--- src/rtl/adder_pkg.sv ---
// adder_pkg: shared defaults and chunk-geometry helpers for pipelined_adder.
package adder_pkg;
   localparam int WIDTH_DEF  = 32;
   localparam int STAGES_DEF = 4;
   function automatic bit stages_ok(input int width, input int stages);
      return stages >= 1 && width % stages == 0;
   endfunction
   function automatic int chunk_width(input int width, input int stages);
      return stages >= 1 ? width / stages : width;
   endfunction
endpackage

--- src/rtl/pipelined_adder_if.sv ---
// pipelined_adder_if: operand and result streams of pipelined_adder.
// The sub signal exists only when ADDER_SUB_EN is defined.
interface pipelined_adder_if
   import adder_pkg::*;
#(
   parameter int WIDTH = WIDTH_DEF
);
   logic             s_valid;
   logic             s_ready;
   logic [WIDTH-1:0] a;
   logic [WIDTH-1:0] b;
   logic             cin;
   logic             m_valid;
   logic             m_ready;
   logic [WIDTH-1:0] sum;
   logic             cout;
   logic             ovf;
`ifdef ADDER_SUB_EN
   logic             sub;
   modport master (output s_valid, a, b, cin, sub, m_ready, input s_ready, m_valid, sum, cout, ovf);
   modport slave (input s_valid, a, b, cin, sub, m_ready, output s_ready, m_valid, sum, cout, ovf);
`else
   modport master (output s_valid, a, b, cin, m_ready, input s_ready, m_valid, sum, cout, ovf);
   modport slave (input s_valid, a, b, cin, m_ready, output s_ready, m_valid, sum, cout, ovf);
`endif
endinterface

--- src/rtl/full_adder.sv ---
// full_adder: single-bit full adder.
module full_adder (
   input  logic a,
   input  logic b,
   input  logic cin,
   output logic sum,
   output logic cout
);
   assign sum  = a ^ b ^ cin;
   assign cout = (a & b) | (cin & (a ^ b));
endmodule

--- src/rtl/ripple_chunk.sv ---
// ripple_chunk: combinational CW-bit ripple of full adders.
module ripple_chunk #(
   parameter int CW = 8
) (
   input  logic [CW-1:0] a,
   input  logic [CW-1:0] b,
   input  logic          cin,
   output logic [CW-1:0] sum,
   output logic          cout
);
   logic [CW:0] c;
   assign c[0] = cin;
   for (genvar i = 0; i < CW; i++) begin : g_bit
      full_adder u_fa (.a(a[i]), .b(b[i]), .cin(c[i]), .sum(sum[i]), .cout(c[i+1]));
   end
   assign cout = c[CW];
endmodule

--- src/rtl/pipelined_adder.sv ---
// pipelined_adder: valid/ready pipelined adder, one register stage per CW-bit chunk.
// Define ADDER_SUB_EN to add the sub port (sum = a - b when sub=1).
module pipelined_adder
   import adder_pkg::*;
#(
   parameter int WIDTH  = WIDTH_DEF,
   parameter int STAGES = STAGES_DEF
) (
   input logic              clk,
   input logic              rst,
   pipelined_adder_if.slave io
);
   localparam int CW = chunk_width(WIDTH, STAGES);
   if (!stages_ok(WIDTH, STAGES)) begin : g_bad_cfg
      $error("pipelined_adder: STAGES must be >= 1 and divide WIDTH");
   end
   logic              en;
   logic              c0;
   logic              ov;
   logic [WIDTH-1:0]  bp;
   logic [WIDTH-1:0]  sum_w;
   logic [STAGES-1:0] v_q;
   logic [STAGES-1:0] cr;
`ifdef ADDER_SUB_EN
   assign bp = io.sub ? ~io.b : io.b;
   assign c0 = io.sub | io.cin;
`else
   assign bp = io.b;
   assign c0 = io.cin;
`endif
   assign en         = io.m_ready | ~io.m_valid;
   assign io.s_ready = en;
   assign io.m_valid = v_q[STAGES-1];
   assign io.sum     = sum_w;
   assign io.cout    = cr[STAGES-1];
   assign io.ovf     = ov;
   always_ff @(posedge clk)
      if (rst) v_q <= '0;
      else if (en) v_q <= (v_q << 1) | STAGES'(io.s_valid);
   // Chunk j is skewed j cycles in, then de-skewed STAGES-j cycles out: every chunk sees STAGES registers.
   for (genvar j = 0; j < STAGES; j++) begin : g_stage
      logic [CW-1:0] ak;
      logic [CW-1:0] bk;
      logic [CW-1:0] s;
      logic          ci;
      logic          co;
      logic          c_q;
      logic [CW-1:0] sd [STAGES-j];
      if (j == 0) begin : g_head
         assign ak = io.a[j*CW +: CW];
         assign bk = bp[j*CW +: CW];
         assign ci = c0;
      end else begin : g_skew
         logic [CW-1:0] ad [j];
         logic [CW-1:0] bd [j];
         always_ff @(posedge clk)
            if (en) begin
               ad[0] <= io.a[j*CW +: CW];
               bd[0] <= bp[j*CW +: CW];
               for (int i = 1; i < j; i++) begin
                  ad[i] <= ad[i-1];
                  bd[i] <= bd[i-1];
               end
            end
         assign ak = ad[j-1];
         assign bk = bd[j-1];
         assign ci = cr[j-1];
      end
      ripple_chunk #(.CW(CW)) u_chunk (.a(ak), .b(bk), .cin(ci), .sum(s), .cout(co));
      always_ff @(posedge clk)
         if (rst) begin
            c_q <= 1'b0;
            for (int i = 0; i < STAGES - j; i++) sd[i] <= '0;
         end else if (en) begin
            c_q   <= co;
            sd[0] <= s;
            for (int i = 1; i < STAGES - j; i++) sd[i] <= sd[i-1];
         end
      assign cr[j] = c_q;
      assign sum_w[j*CW +: CW] = sd[STAGES-j-1];
      if (j == STAGES - 1) begin : g_tail
         always_ff @(posedge clk)
            if (rst) ov <= 1'b0;
            else if (en) ov <= (ak[CW-1] == bk[CW-1]) & (s[CW-1] != ak[CW-1]);
      end
   end
endmodule
--- src/flat_wrapper.sv ---
// flat-port wrapper written by rule: the top's interface ports become plain ports
module pipelined_adder_flat import adder_pkg::*;
#(
   parameter int WIDTH  = WIDTH_DEF,
   parameter int STAGES = STAGES_DEF
)
  (clk, rst, io_s_valid, io_a, io_b, io_cin, io_m_ready, io_s_ready, io_m_valid, io_sum, io_cout, io_ovf);
  pipelined_adder_if #(.WIDTH(WIDTH)) io_i ();
  input logic clk;
  input logic rst;
  input wire logic [$bits(io_i.s_valid)-1:0] io_s_valid;
  input wire logic [$bits(io_i.a)-1:0] io_a;
  input wire logic [$bits(io_i.b)-1:0] io_b;
  input wire logic [$bits(io_i.cin)-1:0] io_cin;
  input wire logic [$bits(io_i.m_ready)-1:0] io_m_ready;
  output wire logic [$bits(io_i.s_ready)-1:0] io_s_ready;
  output wire logic [$bits(io_i.m_valid)-1:0] io_m_valid;
  output wire logic [$bits(io_i.sum)-1:0] io_sum;
  output wire logic [$bits(io_i.cout)-1:0] io_cout;
  output wire logic [$bits(io_i.ovf)-1:0] io_ovf;
  assign io_i.s_valid = io_s_valid;
  assign io_i.a = io_a;
  assign io_i.b = io_b;
  assign io_i.cin = io_cin;
  assign io_i.m_ready = io_m_ready;
  assign io_s_ready = io_i.s_ready;
  assign io_m_valid = io_i.m_valid;
  assign io_sum = io_i.sum;
  assign io_cout = io_i.cout;
  assign io_ovf = io_i.ovf;
  pipelined_adder #(.WIDTH(WIDTH), .STAGES(STAGES)) u_core (.clk(clk), .rst(rst), .io(io_i));
endmodule
--- config.mk ---
export PLATFORM = sky130hd
export DESIGN_NAME = pipelined_adder_flat
export DESIGN_NICKNAME = d
export VERILOG_FILES = /design/src/rtl/adder_pkg.sv /design/src/rtl/pipelined_adder_if.sv /design/src/rtl/full_adder.sv /design/src/rtl/ripple_chunk.sv /design/src/rtl/pipelined_adder.sv /design/src/flat_wrapper.sv
export SDC_FILE = /design/constraint.sdc
export NUM_CORES = 1
export LEC_CHECK = 0
export ABC_AREA = 1
export CORE_MARGIN = 1
export CORE_UTILIZATION = 49
export DETAILED_ROUTE_END_ITERATION = 10
export PLACE_DENSITY = 0.86
export SLEW_MARGIN = 15
export SYNTH_ARGS = -nofsm -noshare
export SYNTH_HDL_FRONTEND = slang
export SYNTH_SLANG_ARGS = --single-unit
--- constraint.sdc ---
create_clock -name clk -period 4 [get_ports clk]
set_clock_uncertainty 0.2 [all_clocks]
set_input_delay 0.8 -clock clk [delete_from_list [all_inputs] [get_ports clk]]
set_output_delay 0.8 -clock clk [all_outputs]
set_load 0.02 [all_outputs]
==> impl_metrics.toml, run 1 <==
# generated from flow reports
[synth]
ys_types = 16
avgSynthCellArea_um2 = 16.38
yosysWarningCount = 0
synthAoiAreaFrac_pct = 0.4021
ys_top_cells_by_count = "edfxtp_1 (176), inv_1 (106), nor2_1 (42), nor2_4 (40), fa_1 (32)"
syn_inst = 456
top_cell_area_share_pct = 70.77
synthMostInstantiatedCell = "edfxtp_1"
synthSimpleGateAreaFrac_pct = 9.248

[cells_and_area]
stdcell_area_um2 = 9210
final_nets = 660
nonClkBufAreaFrac_pct = 11.83
combGateArea_um2 = 1458
clk_share_pct = 6.181
comb_area_share_pct = 15.83
reg.largest.list = "u_core.g_stage.sd: 80 flops, u_core.g_stage.g_skew.ad: 48 flops, u_core.g_stage.g_skew.bd: 48 flops"
area_growth_pct = 23.32
diodes = 0
logic_gates = 140
most-common-layout-cells = "edfxtp_1 (176), clkdlybuf4s50_1 (100), inv_1 (97), nor2_1 (42), nor2_4 (40)"
largest_register = "u_core.g_stage.sd"
largest_reg_flops = 80
top_area_cell_class = "flip-flops and latches"

[timing]
min_period_ns = 3.981
setup_tns_ns = 0
setup_ws_ns = 0.01919
worst_slew_pin_slew_ns = 0.7173
period_used_pct = 99.52

[global_routing]
met1_usage_pct = 14.91
grt_max_degree = 97
gr-total-overflow = 0
grt_pass1_wl_um = 17080
met3_usage_pct = 4.108
busiest_layer = "met2"

[clock_network]
cts_setup_buffers = 0
hold_buffers = 0
cts.sinks = 185
cts_resized = 21
clock_path_buffers = 2
clockRootBuffer = "clkbuf_16"
cts-buffers-inserted = 17

[pwr]
p_leak_nw = 3.575
p_sw_mw = 1.018
seqPwrFrac_pct = 53.2
p_per_area_nw_per_um2 = 479.4
powerSeq_mw = 2.35

[die]
pin_count = 105
dieWidth_um = 125.5
initial_core_util_pct = 50.81

[critical_path]
cp_num_buf_inv = 3
path_cells = "fa_2 > fa_2 > fa_2 > fa_2 > fa_2 > inv_2 > fa_1 > inv_1 > fa_2 > inv_2 > fa_1 > nand2_1 > nand2_1 > nor2_1 > nand2_1 > nand2_1"
slowest_delay_ns = 0.44
r2r_end = "u_core.io.ovf$_SDFFE_PP0P_"
crit_end = "u_core.io.ovf$_SDFFE_PP0P_"
crit_family = "adder cells"
worstPathArrival_ns = 4.15
worst_r2r_path_depth = 16

[drt]
drc = 10
viasPerCell = 4.570
wl_per_cell_um = 13.56
wirelength_um = 10240

[placement]
dp_hpwl_um = 6951

[status]
run_status = "complete, but fails checks"
violations = "DRC"

[min_path]
min_from = "u_core.g_stage[3].g_skew.ad[0][9]$_DFFE_PP_"
min_to = "u_core.g_stage[3].g_skew.ad[0][17]$_DFFE_PP_"
run_1/cell_classes.png
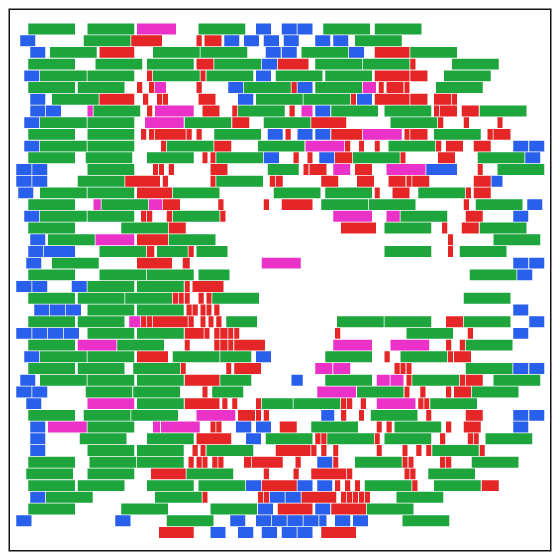
[red] all other logic | cells: 246 | share of their area: 21%
[green] flip-flops | cells: 185 | share of their area: 61%
[blue] other buffers and delay cells | cells: 108 | share of their area: 12%
[magenta] clock drivers and dummy loads | cells: 32 | share of their area: 6.3%

run_1/registers.png
Bar = 50 um.
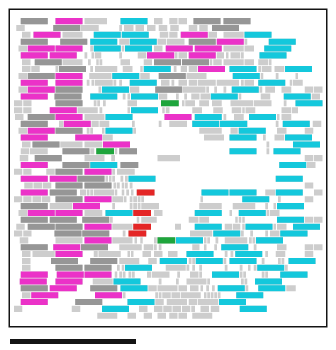
[green] `u_core.g_stage.c_q` | placed flops: 3
[cyan] `u_core.g_stage.sd` | placed flops: 80
[red] `u_core.v_q` | placed flops: 4
[magenta] `u_core.g_stage.g_skew.ad` | placed flops: 48
not colored: 50
register area: 5465 um2
final core utilization: 62.66%

run_1/clock_map.png
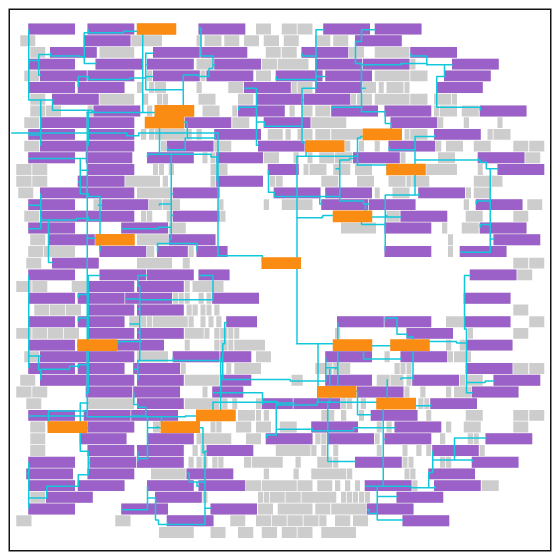
[purple] flip-flops | count: 185
[cyan] clock wires | length: 1,850 um
[orange] cells driving clock nets | count: 17
flops lie: widely spread
routed clock nets: 18
Late-Pin Clk Latency: 0.42 ns
clock power share: 36.1%
P_clk: 1.60 mW

run_1/drive_strength.png
Bar = 50 um.
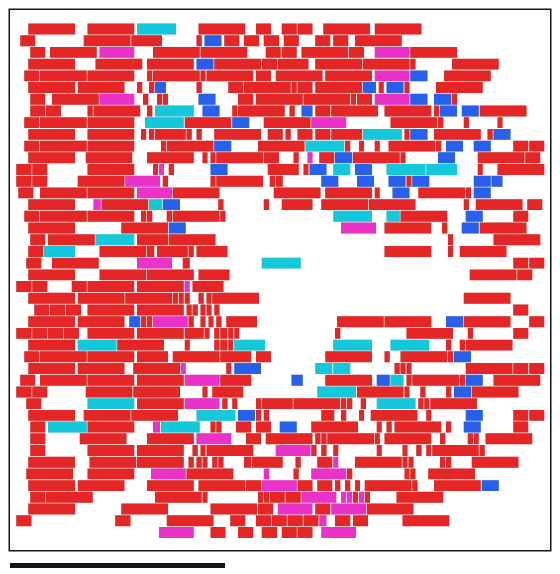
[magenta] drive 2 | cells: 35 | share: 6.1%
[blue] drive 3 to 4 | cells: 49 | share: 8.6%
[red] drive 1 or less | cells: 460 | share: 81%
[cyan] drive 6 and up | cells: 27 | share: 4.7%

--- run 2 (diff from run 1) ---
--- a/config.mk
+++ b/config.mk
@@ -9,6 +9,7 @@
 export CORE_MARGIN = 1
 export CORE_UTILIZATION = 49
 export DETAILED_ROUTE_END_ITERATION = 10
+export HOLD_SLACK_MARGIN = 0.15
 export PLACE_DENSITY = 0.86
 export SLEW_MARGIN = 15
 export SYNTH_ARGS = -nofsm -noshare
run_2/registers.png
Bar = 50 um.
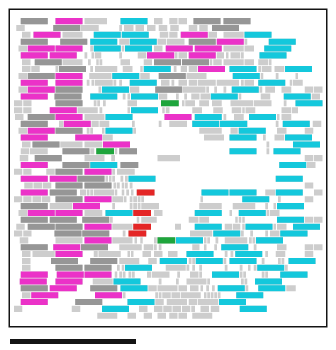
[cyan] `u_core.g_stage.sd` | placed flops: 80
[green] `u_core.g_stage.c_q` | placed flops: 3
[red] `u_core.v_q` | placed flops: 4
[magenta] `u_core.g_stage.g_skew.ad` | placed flops: 48
sequential power: 2.35 mW
Seq/total area: 59.34%

==> run 2 against run 1 <==
Against the previous run: the flow still finishes with violations (DRC); maximum frequency unchanged; worst setup slack unchanged; via count unchanged; die area unchanged; design area unchanged; flip-flop count unchanged; clock power about the same; total power unchanged; register-to-register slack about the same; global-route usage unchanged; critical path type unchanged; non-clock buffer count unchanged.
==> impl_metrics.toml, run 2 <==
# generated from flow reports
[synth]
synthAoiAreaFrac_pct = 0.4021
edf_count = 176
postSynthSeqShare_pct = 73.18
synthSimpleGateAreaFrac_pct = 9.248
synth.cell_area_um2 = 7468
ys_types = 16
yosysWarningCount = 0
top_cell_area_share_pct = 70.77
ys_top_cells_by_count = "edfxtp_1 (176), inv_1 (106), nor2_1 (42), nor2_4 (40), fa_1 (32)"
logic_family = "simple AND/OR/NAND/NOR gates"
avgSynthCellArea_um2 = 16.38
syn_inst = 456

[drt]
dr_wl_met2_um = 5900
viasPerCell = 4.570
drt-met1-wl_um = 3545
wl_per_cell_um = 13.56
drc = 10
wirelength_um = 10240

[critical_path]
path_cells = "fa_2 > fa_2 > fa_2 > fa_2 > fa_2 > inv_2 > fa_1 > inv_1 > fa_2 > inv_2 > fa_1 > nand2_1 > nand2_1 > nor2_1 > nand2_1 > nand2_1"
cp_num_buf_inv = 3
critPathRequiredTime_ns = 4.17
slowest_stage = "fa_1"
worst_r2r_path_depth = 16
slowest_delay_ns = 0.44
worstPathArrival_ns = 4.15
r2r_end = "u_core.io.ovf$_SDFFE_PP0P_"
crit_family = "adder cells"
crit_path_frequent_cell = "fa_2"
crit_end = "u_core.io.ovf$_SDFFE_PP0P_"

[cells_and_area]
clk_share_pct = 6.181
diodes = 0
area_growth_pct = 23.32
stdcell_area_um2 = 9210
comb_area_share_pct = 15.83
seq_area_um2 = 5465
fin_util_pct = 62.66
reg.largest.list = "u_core.g_stage.sd: 80 flops, u_core.g_stage.g_skew.ad: 48 flops, u_core.g_stage.g_skew.bd: 48 flops"
nonClkBufAreaFrac_pct = 11.83
largest_reg_flops = 80
final_nets = 660
combGateArea_um2 = 1458
largest_register = "u_core.g_stage.sd"
top_area_cell_class = "flip-flops and latches"
most-common-layout-cells = "edfxtp_1 (176), clkdlybuf4s50_1 (100), inv_1 (97), nor2_1 (42), nor2_4 (40)"

[status]
violations = "DRC"
run_status = "complete, but fails checks"

[placement]
post-place-ws_ns = -0.6479
dp_cells = 723
dp_hpwl_um = 6951
place_area_um2 = 8602

[timing]
final_hold_viol_count = 0
setup_tns_ns = 0
setup_ws_ns = 0.01919
min_period_ns = 3.981

[pwr]
pwr.group.clock_mw = 1.60
power_leader = "sequential cells"
p_per_area_nw_per_um2 = 479.4
p_sw_mw = 1.018
p_leak_nw = 3.575

[global_routing]
grt_pass1_wl_um = 17080
met3_usage_pct = 4.108
grt_pass1_vias = 3645
gr-total-overflow = 0
grt_max_degree = 97
met1_usage_pct = 14.91
busiest_layer = "met2"

[clock_network]
cts_resized = 21
clockRootBuffer = "clkbuf_16"
cts_setup_buffers = 0
hold_buffers = 0
clock_path_buffers = 2
cts.sinks = 185
clk_latency_ns = 0.42
cts-buffers-inserted = 17

[min_path]
min_from = "u_core.g_stage[3].g_skew.ad[0][9]$_DFFE_PP_"
min_to = "u_core.g_stage[3].g_skew.ad[0][17]$_DFFE_PP_"

[die]
dieWidth_um = 125.5
pin_count = 105
Power and IR drop assume default switching activity.
